[src/rtl/decode_pkg.sv]
// Shared definitions for the decode stage.
// - Opcode values: instruction bits [6:2].
// - Memory-operation class codes: the upper two bits of memop.
// - decoded_t: one decoded entry. pc and imm are held at the widest XLEN (64).
//   Narrower configurations use only the low XLEN bits of these two fields.
package decode_pkg;

  localparam int XLEN_MAX = 64;

  typedef enum logic [4:0] {
    OPC_LOAD      = 5'b00000,
    OPC_MISC_MEM  = 5'b00011,
    OPC_OP_IMM    = 5'b00100,
    OPC_AUIPC     = 5'b00101,
    OPC_OP_IMM_32 = 5'b00110,
    OPC_STORE     = 5'b01000,
    OPC_OP        = 5'b01100,
    OPC_LUI       = 5'b01101,
    OPC_OP_32     = 5'b01110,
    OPC_BRANCH    = 5'b11000,
    OPC_JALR      = 5'b11001,
    OPC_JAL       = 5'b11011,
    OPC_SYSTEM    = 5'b11100
  } opcode_e;

  typedef enum logic [1:0] {
    MEM_NONE  = 2'b00,
    MEM_LOAD  = 2'b01,
    MEM_STORE = 2'b10,
    MEM_MISC  = 2'b11
  } mem_class_e;

  typedef struct packed {
    logic [XLEN_MAX-1:0] pc;
    logic [4:0]          rd;
    logic [4:0]          rs1;
    logic [4:0]          rs2;
    logic                rwEn;
    logic [14:0]         func;
    logic [XLEN_MAX-1:0] imm;
    logic [4:0]          memop;
    logic [6:0]          opcode;
    logic                csrEn;
    logic                csrReadEn;
    logic                illegal;
  } decoded_t;

  // ALU-style function field: funct7 and funct3 side by side.
  function automatic logic [14:0] alu_func(input logic [31:0] insn);
    return {5'h0, insn[31:25], insn[14:12]};
  endfunction

endpackage

[src/rtl/decode_skid.sv]
// Two-entry valid/ready buffer.
// Handshake: a transfer happens on a rising edge where valid and ready are
// both high; the sender holds valid and payload until then, and the payload
// shown on out_data stays unchanged while out_valid is high and out_ready low.
// Ports:
//   clk, reset_n (sync, active-low), flush (drop everything held)
//   in_valid/in_ready/in_data   : upstream side, in_ready is a register
//   out_valid/out_ready/out_data: downstream side, out_data is the oldest entry
module decode_skid #(
  parameter int W = 8
) (
  input  logic         clk,
  input  logic         reset_n,
  input  logic         flush,
  input  logic         in_valid,
  output logic         in_ready,
  input  logic [W-1:0] in_data,
  output logic         out_valid,
  input  logic         out_ready,
  output logic [W-1:0] out_data
);

  logic [1:0]   count;
  logic [1:0]   count_nxt;
  logic [W-1:0] e0;  // head, presented on out_data
  logic [W-1:0] e1;
  logic         ready_q;
  logic         accept;
  logic         pop;

  assign accept    = in_valid & ready_q;
  assign pop       = (count != 2'd0) & out_ready;
  assign in_ready  = ready_q;
  assign out_valid = (count != 2'd0);
  assign out_data  = e0;

  always_comb begin
    count_nxt = count;
    case ({accept, pop})
      2'b10:   count_nxt = count + 2'd1;
      2'b01:   count_nxt = count - 2'd1;
      default: count_nxt = count;
    endcase
  end

  // ready_q is derived from the next count, so it never depends on
  // out_ready within the same cycle. ready_q==1 implies count<2, hence an
  // accept never coincides with a full buffer.
  always_ff @(posedge clk) begin
    if (!reset_n) begin
      count   <= 2'd0;
      ready_q <= 1'b0;
      e0      <= '0;
      e1      <= '0;
    end else if (flush) begin
      count   <= 2'd0;
      ready_q <= 1'b1;
    end else begin
      count   <= count_nxt;
      ready_q <= (count_nxt != 2'd2);
      if (pop) begin
        if (count == 2'd2)  e0 <= e1;
        else if (accept)    e0 <= in_data;
      end else if (accept) begin
        if (count == 2'd0)  e0 <= in_data;
        else                e1 <= in_data;
      end
    end
  end

endmodule

[src/rtl/decode_stage.sv]
// Instruction decode stage between fetch and register-read/execute.
// Decodes a 32-bit RISC-V word combinationally and registers the result in a
// two-entry skid buffer, giving one cycle of latency.
// Ports:
//   clk, reset_n (sync, active-low), flush
//   in_valid/in_ready, in_data (instruction), in_pc
//   out_valid/out_ready and the decoded fields out_pc, out_rd, out_rs1,
//   out_rs2, out_rwEn, out_func, out_imm, out_memop, out_opcode, out_csrEn,
//   out_csrReadEn, out_illegal
module decode_stage
  import decode_pkg::*;
#(
  parameter int XLEN     = 32,
  parameter bit RV64_OPS = (XLEN == 64)
) (
  input  logic            clk,
  input  logic            reset_n,
  input  logic            flush,
  input  logic            in_valid,
  output logic            in_ready,
  input  logic [31:0]     in_data,
  input  logic [XLEN-1:0] in_pc,
  output logic            out_valid,
  input  logic            out_ready,
  output logic [XLEN-1:0] out_pc,
  output logic [4:0]      out_rd,
  output logic [4:0]      out_rs1,
  output logic [4:0]      out_rs2,
  output logic            out_rwEn,
  output logic [14:0]     out_func,
  output logic [XLEN-1:0] out_imm,
  output logic [4:0]      out_memop,
  output logic [6:0]      out_opcode,
  output logic            out_csrEn,
  output logic            out_csrReadEn,
  output logic            out_illegal
);

  decoded_t dec;
  decoded_t q;
  opcode_e  op;
  logic [2:0]  f3;
  logic [63:0] imm_i, imm_s, imm_b, imm_j, imm_u;
  logic        writer;
  logic        bad;

  assign op = opcode_e'(in_data[6:2]);
  assign f3 = in_data[14:12];

  assign imm_i = {{52{in_data[31]}}, in_data[31:20]};
  assign imm_s = {{52{in_data[31]}}, in_data[31:25], in_data[11:7]};
  assign imm_b = {{52{in_data[31]}}, in_data[7], in_data[30:25], in_data[11:8], 1'b0};
  assign imm_j = {{44{in_data[31]}}, in_data[19:12], in_data[20], in_data[30:21], 1'b0};
  assign imm_u = {{32{in_data[31]}}, in_data[31:12], 12'h000};

  always_comb begin
    dec           = '0;
    writer        = 1'b0;
    bad           = 1'b0;
    dec.pc        = 64'(in_pc);
    dec.rd        = in_data[11:7];
    dec.rs1       = in_data[19:15];
    dec.rs2       = in_data[24:20];
    dec.opcode    = in_data[6:0];
    case (op)
      OPC_LOAD: begin
        dec.imm   = imm_i;
        dec.memop = {MEM_LOAD, f3};
        writer    = 1'b1;
        bad       = (f3 == 3'b111) || ((f3 == 3'b011) && (XLEN == 32));
      end
      OPC_MISC_MEM: begin
        dec.imm   = imm_i;
        dec.func  = {in_data[31:20], f3};
        dec.memop = {MEM_MISC, 3'b000};
      end
      OPC_OP_IMM: begin
        dec.imm  = imm_i;
        dec.func = alu_func(in_data);
        writer   = 1'b1;
      end
      OPC_AUIPC: begin
        dec.imm = imm_u;
        writer  = 1'b1;
      end
      OPC_OP_IMM_32: begin
        dec.imm  = imm_i;
        dec.func = alu_func(in_data);
        writer   = 1'b1;
        bad      = !RV64_OPS;
      end
      OPC_STORE: begin
        dec.imm   = imm_s;
        dec.memop = {MEM_STORE, f3};
        bad       = f3[2];
      end
      OPC_OP: begin
        dec.func = alu_func(in_data);
        writer   = 1'b1;
      end
      OPC_LUI: begin
        dec.imm = imm_u;
        writer  = 1'b1;
      end
      OPC_OP_32: begin
        dec.func = alu_func(in_data);
        writer   = 1'b1;
        bad      = !RV64_OPS;
      end
      OPC_BRANCH: begin
        dec.imm  = imm_b;
        dec.func = {12'h000, f3};
      end
      OPC_JALR: begin
        dec.imm = imm_i;
        writer  = 1'b1;
      end
      OPC_JAL: begin
        dec.imm = imm_j;
        writer  = 1'b1;
      end
      OPC_SYSTEM: begin
        dec.imm       = imm_i;
        dec.func      = {in_data[31:20], f3};
        dec.csrEn     = (f3[1:0] != 2'b00);
        dec.csrReadEn = (f3[1:0] != 2'b00) && (in_data[11:7] != 5'd0);
      end
      default: bad = 1'b1;
    endcase

    if (in_data[1:0] != 2'b11) bad = 1'b1;

    // Writes to x0 are dropped here so later stages never see them.
    dec.rwEn    = writer && (in_data[11:7] != 5'd0) && !bad;
    dec.illegal = bad;
    if (bad) begin
      dec.memop     = 5'd0;
      dec.csrEn     = 1'b0;
      dec.csrReadEn = 1'b0;
    end
  end

  decode_skid #(
    .W($bits(decoded_t))
  ) u_skid (
    .clk       (clk),
    .reset_n   (reset_n),
    .flush     (flush),
    .in_valid  (in_valid),
    .in_ready  (in_ready),
    .in_data   (dec),
    .out_valid (out_valid),
    .out_ready (out_ready),
    .out_data  (q)
  );

  assign out_pc        = q.pc[XLEN-1:0];
  assign out_rd        = q.rd;
  assign out_rs1       = q.rs1;
  assign out_rs2       = q.rs2;
  assign out_rwEn      = q.rwEn;
  assign out_func      = q.func;
  assign out_imm       = q.imm[XLEN-1:0];
  assign out_memop     = q.memop;
  assign out_opcode    = q.opcode;
  assign out_csrEn     = q.csrEn;
  assign out_csrReadEn = q.csrReadEn;
  assign out_illegal   = q.illegal;

  // Upper halves of pc/imm carry nothing in a 32-bit configuration.
  if (XLEN < XLEN_MAX) begin : g_narrow
    logic unused_hi;
    assign unused_hi = ^{q.pc[XLEN_MAX-1:XLEN], q.imm[XLEN_MAX-1:XLEN]};
  end

endmodule

[config.mk]
export PLATFORM = sky130hd
export DESIGN_NAME = decode_stage
export DESIGN_NICKNAME = d
export VERILOG_FILES = /design/src/rtl/decode_pkg.sv /design/src/rtl/decode_skid.sv /design/src/rtl/decode_stage.sv
export SDC_FILE = /design/constraint.sdc
export NUM_CORES = 1
export LEC_CHECK = 0
export CORE_MARGIN = 2
export CORE_UTILIZATION = 40
export DETAILED_ROUTE_END_ITERATION = 10
export PLACE_DENSITY_LB_ADDON = 0.05
export REMOVE_ABC_BUFFERS = 1
export SLEW_MARGIN = 20
export SYNTH_ARGS = -nofsm -noshare
export SYNTH_HDL_FRONTEND = slang
export SYNTH_SLANG_ARGS = --single-unit
[constraint.sdc]
create_clock -name clk -period 2.8 [get_ports clk]
set_input_delay 0.7 -clock clk [delete_from_list [all_inputs] [get_ports clk]]
set_output_delay 0.7 -clock clk [all_outputs]
set_load 0.03 [all_outputs]
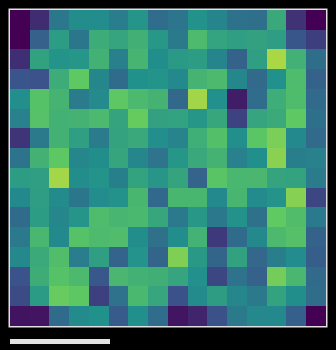
run_1/density.png
The bar under the picture is 50 µm long. 16 x 16 tiles, from dark purple (low) to yellow (high), 0 to 100% covered.
1.6% of the tiles are nearly empty. 4.3% of the tiles are over 75% full. The mean over all tiles is 49%. The fullest tile reaches 87%.
initial cell density of the core: 0.4041
Core Region: 23330 µm²
post-route core utilization: 0.5423

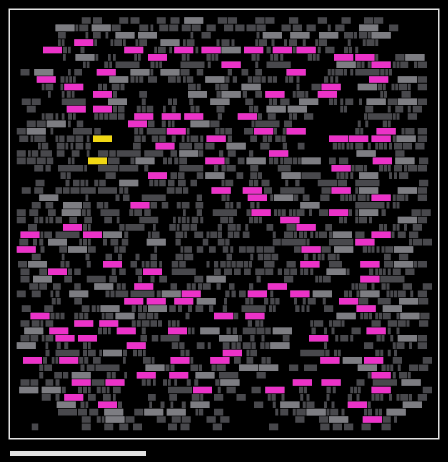
run_1/registers.png
The bar under the picture is 50 µm long. Other sequential cells in the stronger grey, the rest of the logic in the fainter grey.
u_skid.count: marked yellow, placed flops 2. u_skid.e1: marked magenta, placed flops 110, where all over the die.
Seq/total area: 0.3528
Seq. cell area: 4464 µm²
power attributed to sequential cells: 3.24 mW

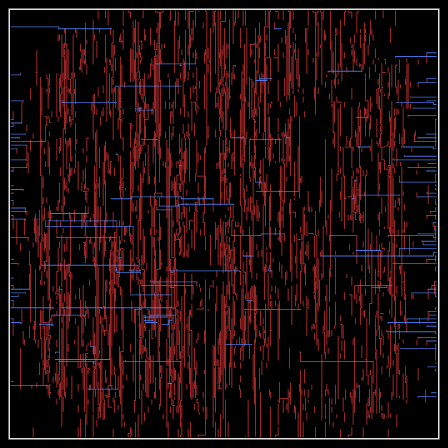
run_1/metal_stack.png
Two of the layers only.
met3: marked blue, wire length 1320 µm. met2: marked red, wire length 12500 µm.

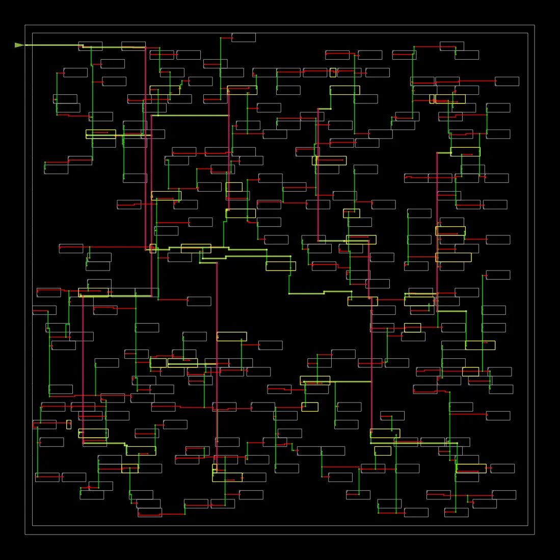
run_1/final_clocks.png
sequential cells: 223
Num CTS Buffers: 25
clock buffer count: 37
# clock sinks: 223

==> run summary, run 1 <==
Numbers from the implementation run.

The startpoint of the lowest-slack hold path is u_skid.e1[81]. The main area contributors are sky130_fd_sc_hd__dfxtp_1 47%, sky130_fd_sc_hd__nand2_1 10%, sky130_fd_sc_hd__a311oi_1 6.2%. Measured in cells, the most critical reg-to-reg path has a length of 9.

The largest stage delay on the critical path is 0.68 ns. Entering global routing, the biggest net connects just over 80 pins. The slew of the pin with the lowest slew margin is 0.5131 ns. In the final layout, the multi-input gates occupy 4424 µm².

The count of yosys warnings during synthesis is 0. The largest area contributor in the synthesized netlist is sky130_fd_sc_hd__dfxtp_1. After the first detailed-routing iteration, the DRC count stood at 740. Global routing finished with a remaining overflow of 0.

The signal on the critical path passes through nor2_4 > inv_2 > clkdlybuf4s50_1. After clock tree synthesis, the clock-pin slew on the worst setup and hold paths is 0.06 ns. Per the detail_route log, met2 wirelength is between 10000 and 15000 µm.

STA classifies the critical path endpoint as an output pin. The critical path startpoint is u_skid.count[1]. The post-synthesis chip area from yosys is 9428 µm². The share of final-layout standard cells stronger than drive strength 1 is 0.1016. Per Yosys stat, the portion of area used by sequential elements is 0.4735. The floorplan has between 50 and 60 rows. For this design the top-level I/O count stands at 181. In the per-layer summary, the met1 wirelength comes to roughly 14000 µm.

The max-slew violation count is 0. The routed layout reports a DRC error count of 0. The tree is rooted in a sky130_fd_sc_hd__clkbuf_16. In the final timing run, aggregate negative setup slack is 0 ns. The die boundary width is between 150 and 200 µm. The minimum clock period is 2.640 ns. Detailed placement finished with a half-perimeter wire length of 18400 µm. The total number of vias is between 8k and 9k. The number of gates resized after cts is 0. OpenROAD emitted warnings numbering 26. The part of the cycle the worst path needs is 0.9430. Averaged over all synthesized cells, the footprint is approximately 8.1 µm². Setup repair after global routing left no endpoint under its margin.

The flow ran to the end, and the final reports show no timing, DRC or antenna violations. In this run, post-CTS hold repair placed 0 buffers. The total of fill cells in the finished design is 2220.

The met3 wire length is 1315 µm. The leading register cell type out of synthesis is sky130_fd_sc_hd__dfxtp_1. The most frequently used library cell after synthesis is sky130_fd_sc_hd__nand2_1. The highest ir drop seen on vdd is roughly 0.35 mV. Across all register-to-register paths, the minimum setup slack is 0.34 ns. The clock tree from TritonCTS is yes.

The cell area that synthesis handed to floorplanning was 9428 µm². The detailed-router iteration count before antenna repair is 5. The slowest library cell on the worst path is sky130_fd_sc_hd__clkdlybuf4s50_1. Summed over all cells, the static leakage comes to 4.451 nW.

The share of the synthesized area in the top cell type is 0.4735. Grouping stages by cell kind, the critical path spends the most delay in buffers and inverters. The flow reports an fmax of 0.3787 GHz. The number of cells reported by Yosys stat comes to 1169.

In this run the tool buffered the top-level ports with 180 buffer cells. The placement summary gives the final routability congestion estimate as 0.8118. The antenna diode instance count is 0. Along the critical path, the tally of buffer and inverter instances is 2. The report counts max-capacitance violations totalling 0. Per the OpenROAD floorplan log, the area of the die is 24810 µm². For this sky-water flow run, the detailed-routed wirelength per cell is reported as 16.89 µm.

The combined global-route utilization of all metal layers is 0.2259. Sorting the synthesized cells by how often they occur yields 260 x sky130_fd_sc_hd__nand2_1, 223 x sky130_fd_sc_hd__dfxtp_1, 115 x sky130_fd_sc_hd__a21oi_1. The die span in y is 157.5 µm. The endpoint of the worst hold path is reported as u_skid.e1[81]. The number of cells produced by synthesis is 1169.

The script logs the ratio of routed vias to standard cells as 5.378. In this run, distinct cell masters in the synthesized netlist total 66. The total stage count of the critical path is 3.

The highest layer touched by signal routing is met4. The post-route antenna net violation count is 0. The total number of nets in the final design is 1407. Summing all placed instances gives a cell area of 11860 µm².
## run 1: per-stage QoR
| stage | hold slack [ns] | utilization | worst slack [ns] | std cells |
|---|---|---|---|---|
| detailed placement | 0.4465 | 0.5084 | -0.08101 | 1628 |
| floorplan | 0.4320 | - | -2.631 | 1054 |
| CTS | 0.4541 | 0.5423 | 0.1356 | 1668 |
| global route | 0.4678 | 0.5423 | 0.06978 | 1668 |
| global placement | 0.4394 | 0.5084 | -0.05088 | 1628 |
| finish | 0.4523 | 0.5423 | 0.1596 | 1668 |
## run 1: tightest hold or removal path, stage by stage, from the launching register on
cell                      delay (ns)
sky130_fd_sc_hd__dfxtp_1        0.31
sky130_fd_sc_hd__nand2_1        0.05
sky130_fd_sc_hd__a21oi_1        0.05
## run 1: metal layers
layer  up-vias  global-route usage
met5         -                   0
met4         0             0.05455
met3        35             0.03029
met2       228              0.3525
met1      4204              0.3298
li1       4504                   -
## run 1: registers in the layout, indices dropped and copies added, names as in the netlist
signal,cells
u_skid.count,2
u_skid.e1,110
u_skid.in_ready,1
u_skid.out_data,110
## run 1: layout make-up
cell class	count	share of cell area
repair buffers	255	0.2006
clock inverters	3	0.003165
well taps	319	0.03155
multi-input cells	822	0.3497
inverters	9	0.002868
clock buffers	37	0.05934
flip-flops and latches	223	0.3528
## run 1: power breakdown
part	total [mW]	leakage, nW	switching (mW)	internal (mW)
clock	3.18	0.392	1.26	1.92
sequential	3.24	1.80	0.0226	3.22
combinational	0.661	2.26	0.381	0.280
total	7.08	4.45	1.66	5.42
## run 1: cells by family after synthesis
logic type / synth area share
AND-OR/OR-AND: 0.2499
XOR/XNOR: 0.003717
adder cells (fa/ha/maj): 0.002654
buffers and inverters: 0.05945
flip-flops: 0.4735
multiplexers: 0.001062
AND/OR/NAND/NOR: 0.2097
==> run 2: changes to the inputs <==
--- a/config.mk
+++ b/config.mk
@@ -5,6 +5,7 @@
 export SDC_FILE = /design/constraint.sdc
 export NUM_CORES = 1
 export LEC_CHECK = 0
+export ABC_AREA = 1
 export CORE_MARGIN = 2
 export CORE_UTILIZATION = 40
 export DETAILED_ROUTE_END_ITERATION = 10
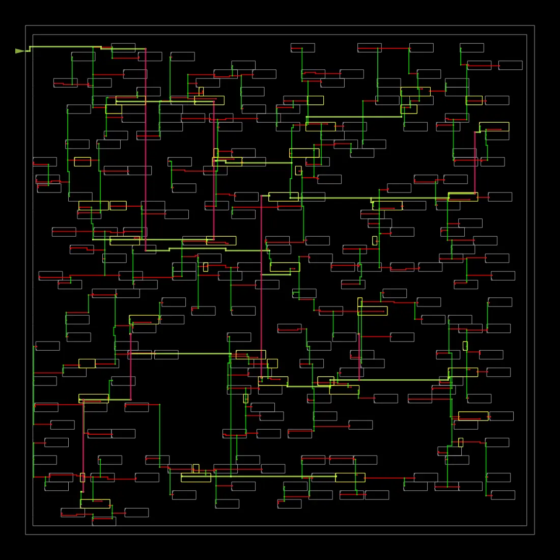
run_2/final_clocks.png
clock buffer count: 42
clock network power: 3.14 mW
clk latency late pin: 0.51 ns
clk_skew: 0.006068 ns

==> run summary, run 2 <==
Numbers from the implementation run.

The summed instance area of the synthesized netlist came to 9472 µm² (+0.46%). The slew of the pin with the lowest slew margin is 0.5206 ns (+0.007478 ns). The count of yosys warnings during synthesis is 0 (unchanged). The worst path buffer plus inverter count is 2 (unchanged).

The number of warnings in the stage logs is 28 (+7.7%). By count the netlist is led by 225 x sky130_fd_sc_hd__o21ai_0, 223 x sky130_fd_sc_hd__dfxtp_1, 220 x sky130_fd_sc_hd__nand2_1. Looking at the gate-level netlist, the highest instance count belongs to sky130_fd_sc_hd__o21ai_0.

The highest metal layer with signal wires is met4. The combined global-route utilization of all metal layers came to 0.2166 (-0.009281). The cell type group with the largest total delay on the critical path is buffers and inverters. The residual DRC count is 0 (unchanged).

The run finished with clean final reports. The total core area is 23330 µm² (unchanged). The per-instance average area after synthesis is 7.127 µm² (-12%). The die span in y is 157.9 µm (+0.23%). The biggest area contributor in the post-synthesis netlist is sky130_fd_sc_hd__dfxtp_1. The starting density of the core is 0.4059 (+0.001877). The number of cells on the worst reg-to-reg path is 10 (+1). The number of buffers added by the clock tree synthesis step was 25 (unchanged).

The number of cells produced by synthesis is 1329 (+14%). The tally of unique sky130hd cells used after synthesis is 32 (-52%). The share of the synthesized area in the top cell type is 0.4713 (-0.002189). The die boundary width is 157.9 µm (+0.23%). Setup repair after global routing left no endpoint under its margin. The leakage power is 5.075 nW (+14%). The main area contributors are sky130_fd_sc_hd__dfxtp_1 47%, sky130_fd_sc_hd__o21ai_0 12%, sky130_fd_sc_hd__a21oi_1 9.4%.

The minimum clock period is 2.428 ns (-0.2129 ns). The maximum frequency from static timing analysis is 0.4119 GHz (+8.8%). The clock transition at the register clock pins on the worst setup and hold paths after CTS came to 0.05 ns (about the same).

The post-detailed-route via-to-cell ratio is 5.040 (-6.3%). The setup TNS is 0 ns (unchanged). The post-synthesis chip area from yosys was 9472 µm² (+0.46%). The number of standard-cell rows in the floorplan is 56 (unchanged). The per-cell routed wire length is 15.37 µm (-9.0%). The placer's final routability congestion estimate is 0.7478 (-7.9%). The worst hold path begins at u_skid.e1[116].

The worst slack at placement is 0.07397 ns (+0.1550 ns). The number of I/O pins is 181 (unchanged). The number of cells in Yosys stat was 1329 (+14%).

The detailed-routed wire length on met2 was 12370 µm (-1.4%). The end of the worst hold path is u_skid.e1[116]. The placement-stage cell area was 11550 µm² (-2.6%). The max-cap check violation count came to 0 (unchanged). STA classifies the critical path endpoint as an output pin.

The largest stage delay on the critical path is 0.67 ns (about the same). The total number of nets in the final design is 1524 (+8.3%). The violation count after the first detailed-routing iteration was 692 (-6.5%). The share of final-layout standard cells stronger than drive strength 1 is 0.05506 (-0.04649).

The met1 wire length is 13350 µm (-2.8%). The filler-free cell count of the finished design is 1790 (+7.3%). The highest ir drop seen on vdd is 0.3457 mV (-2.4%). The worst hold slack after final layout is 0.4428 ns (-0.009518 ns). The total die size is 24930 µm² (+0.45%). The met3 wire length is 1428 µm (+8.6%). The detailed-router iteration count before antenna repair came to 5 (unchanged).

The number of instances in the placed design came to 1745 (+7.2%). For reference, the critical path cell chain is inv_1 > nand2_1 > clkdlybuf4s50_1.
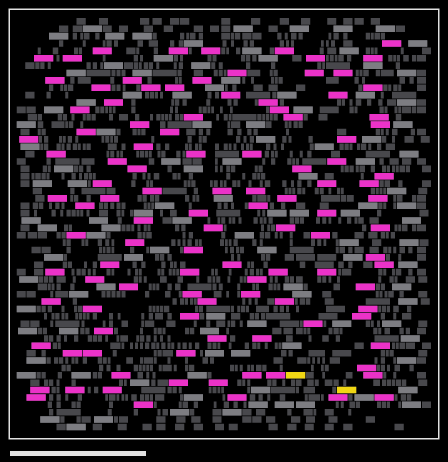
run_2/registers.png
The bar under the picture is 50 µm long. Other sequential cells in the stronger grey, the rest of the logic in the fainter grey.
u_skid.e1: marked magenta, placed flops 110, where all over the die. u_skid.count: marked yellow, placed flops 2.
post-route core utilization: 0.5288
Seq/total area: 0.3618
power attributed to sequential cells: 3.26 mW

run 2: report_power, final:
part	total, mW	internal, mW	switching, mW
Combinational	0.670	0.268	0.402
Clock	3.14	1.86	1.28
Sequential	3.26	3.23	0.0297
Total	7.07	5.36	1.71
run 2: tightest hold or removal path, cell delays in order (launching register included):
cell	delay [ns]
sky130_fd_sc_hd__dfxtp_1	0.31
sky130_fd_sc_hd__inv_1	0.04
sky130_fd_sc_hd__a21oi_1	0.05
run 2: worst max-delay path by stage:
| stage | cells after the start | from | endpoint |
|---|---|---|---|
| floorplan | 7 | out_ready | u_skid.e1[15] |
| global placement | 10 | in_data[4] | u_skid.e1[35] |
| detailed placement | 10 | in_data[2] | u_skid.e1[35] |
| CTS | 3 | u_skid.count[0] | out_valid |
| global route | 3 | u_skid.count[0] | out_valid |
| finish | 3 | u_skid.count[0] | out_valid |
run 2: cells by family (layout without fill, tap and decap cells):
group                      Yosys count  count (layout)  share of synthesized area
buffers and inverters              232             374                    0.09511
adders and majority gates            2               2                   0.002642
AOI/OAI and AO/OA                  480             480                     0.2634
xor gates and xnor gates             2               2                   0.001850
and+or+nand+nor                    390             390                     0.1657
DFF                                223             223                     0.4713
run 2: per-layer routing:
layer | track usage | vias to the layer above
met4 | 0.04805 | 0
met3 | 0.03258 | 23
li1 | - | 4650
met1 | 0.3050 | 4157
met2 | 0.3509 | 192
met5 | 0 | -
run 2: layout make-up:
class / count / area, µm² / area share
Sequential cell: 223 / 4464 / 0.3618
Multi-Input combinational cell: 874 / 4131 / 0.3349
Timing Repair Buffer: 201 / 2069 / 0.1677
Clock buffer: 42 / 769.5 / 0.06237
Inverter: 128 / 485.5 / 0.03935
Tap cell: 319 / 399.1 / 0.03235
Clock inverter: 3 / 18.77 / 0.001521
==> run 3: changes to the inputs <==
--- a/config.mk
+++ b/config.mk
@@ -11,7 +11,7 @@
 export DETAILED_ROUTE_END_ITERATION = 10
 export PLACE_DENSITY_LB_ADDON = 0.05
 export REMOVE_ABC_BUFFERS = 1
-export SLEW_MARGIN = 20
+export SLEW_MARGIN = 30
 export SYNTH_ARGS = -nofsm -noshare
 export SYNTH_HDL_FRONTEND = slang
 export SYNTH_SLANG_ARGS = --single-unit
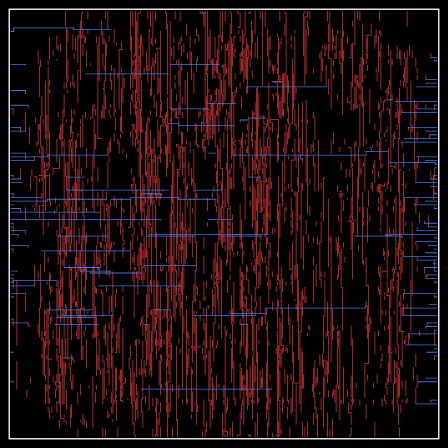
run_3/metal_stack.png
Two of the layers only.
met2: marked red, wire length 12400 µm. met3: marked blue, wire length 1430 µm.

==> run summary, run 3 <==
Numbers from the implementation run.

The run finished with clean final reports. The post-detailed-route via-to-cell ratio is 5.040 (unchanged). The clock transition at the register clock pins on the worst setup and hold paths after CTS is 0.05 ns (about the same).

The post-synthesis chip area from yosys is 9472 µm² (unchanged). The max-cap check violation count is 0 (unchanged). The share of the synthesized area in the top cell type is 0.4713 (unchanged). The logic area is 4131 µm² (unchanged). The insertion delay to the later sink of the worst-skew pair is 0.51 ns (about the same). The met2 usage came to 0.3509 (unchanged).

The cell type that accounts for the most area after synthesis is sky130_fd_sc_hd__dfxtp_1. The report lists the number of cells resized after CTS as 0. The number of buffers added by the clock tree synthesis step came to 25 (unchanged).

The met3 wire length is 1428 µm (unchanged). Sorting the synthesis cell report by count puts at the top sky130_fd_sc_hd__o21ai_0. The number of cells in Yosys stat was 1329 (unchanged). The detailed-router iteration count before antenna repair is 5 (unchanged). The total die size is 24930 µm² (unchanged). The number of cells produced by synthesis came to 1329 (unchanged). The worst slack at placement was 0.07397 ns (unchanged). The detailed-routed wire length on met2 came to 12370 µm (unchanged).

The placement-stage cell area is 11550 µm² (unchanged). The maximum frequency from static timing analysis is 0.4119 GHz (unchanged). Setup repair after global routing left no endpoint under its margin.

The violation count after the first detailed-routing iteration is 692 (unchanged). The die boundary width is 157.9 µm (unchanged). Yosys attributes the largest share of cell area to sky130_fd_sc_hd__dfxtp_1 47%, sky130_fd_sc_hd__o21ai_0 12%, sky130_fd_sc_hd__a21oi_1 9.4%.

The highest ir drop seen on vdd is 0.3457 mV (unchanged). The met1 capacity usage during global routing is 0.3050 (unchanged). The highest metal layer with signal wires is met4. The critical path endpoint category is an output pin.

The summed instance area of the synthesized netlist is 9472 µm² (unchanged). The number of standard-cell rows in the floorplan is 56 (unchanged). The share of final-layout standard cells stronger than drive strength 1 came to 0.05506 (unchanged). The setup skew after layout came to 0.006068 ns (unchanged). The leakage power came to 5.075 nW (unchanged). The number of warnings in the stage logs is 28 (unchanged). The setup TNS was 0 ns (unchanged). The placer's final routability congestion estimate is 0.7478 (unchanged). The per-instance average area after synthesis is 7.127 µm² (unchanged). The slew of the pin with the lowest slew margin came to 0.5206 ns (unchanged).

The residual DRC count came to 0 (unchanged). The filler-free cell count of the finished design is 1790 (unchanged). The total number of nets in the final design is 1524 (unchanged). The met3 usage is 0.03258 (unchanged). The total core area came to 23330 µm² (unchanged).

The count of yosys warnings during synthesis came to 0 (unchanged). Yosys reports that the most numerous cell types are 225 x sky130_fd_sc_hd__o21ai_0, 223 x sky130_fd_sc_hd__dfxtp_1, 220 x sky130_fd_sc_hd__nand2_1. The minimum clock period is 2.428 ns (unchanged).

The number of buffers inserted by hold repair at cts is 0. The die span in y came to 157.9 µm (unchanged). The combined global-route utilization of all metal layers came to 0.2166 (unchanged).

The tally of unique sky130hd cells used after synthesis came to 32 (unchanged). The per-cell routed wire length was 15.37 µm (unchanged). The number of I/O pins is 181 (unchanged). The post-route core utilization is 0.5288 (unchanged). The critical path startpoint category is a register. The sequential share of the synthesized area is 0.4713. The met1 wire length was 13350 µm (unchanged).
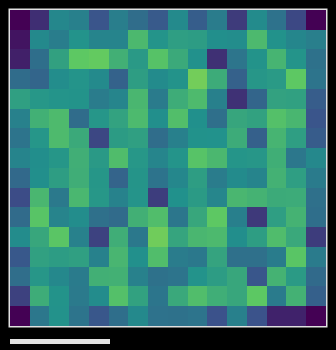
run_3/density.png
The bar under the picture is 50 µm long. 16 x 16 tiles, from dark purple (low) to yellow (high), 0 to 100% covered.
The mean over all tiles is 48%. The fullest tile reaches 78%. 1.2% of the tiles are over 75% full.
initial cell density of the core: 0.4059

run 3: worst max-delay path, stage by stage, from the launching register on:
cell and delay, ns:
sky130_fd_sc_hd__dfxtp_1 0.39, sky130_fd_sc_hd__inv_1 0.07, sky130_fd_sc_hd__nand2_1 0.08, sky130_fd_sc_hd__clkdlybuf4s50_1 0.67
run 3: layout make-up:
| cell class | count | share of cell area |
|---|---|---|
| repair buffers | 201 | 0.1677 |
| clock buffers | 42 | 0.06237 |
| clock inverters | 3 | 0.001521 |
| flip-flops and latches | 223 | 0.3618 |
| well taps | 319 | 0.03235 |
| inverters | 128 | 0.03935 |
| multi-input cells | 874 | 0.3349 |
run 3: logic make-up (layout without fill, tap and decap cells):
family | after synthesis | count (layout) | synth area share
AOI/OAI and AO/OA | 480 | 480 | 0.2634
and+or+nand+nor | 390 | 390 | 0.1657
buffers and inverters | 232 | 374 | 0.09511
DFF | 223 | 223 | 0.4713
adders and majority gates | 2 | 2 | 0.002642
xor gates and xnor gates | 2 | 2 | 0.001850
run 3: worst paths after layout:
kind | from | to | slack [ns] | cells past startpoint
setup / recovery | u_skid.count[0] | out_valid | 0.37 | 3
hold / removal | u_skid.e1[116] | u_skid.e1[116] | 0.44 | 2
setup reg to reg | u_skid.count[0] | u_skid.out_data[105] | 0.95 | 10
hold reg to reg | u_skid.e1[116] | u_skid.e1[116] | 0.44 | 2
run 3: power by group:
group | leakage [nW] | internal, mW | total (mW) | switching [mW]
registers | 1.80 | 3.23 | 3.26 | 0.0297
clock network | 0.389 | 1.86 | 3.14 | 1.28
logic | 2.88 | 0.268 | 0.670 | 0.402
Power is estimated from default activity; no workload was simulated.
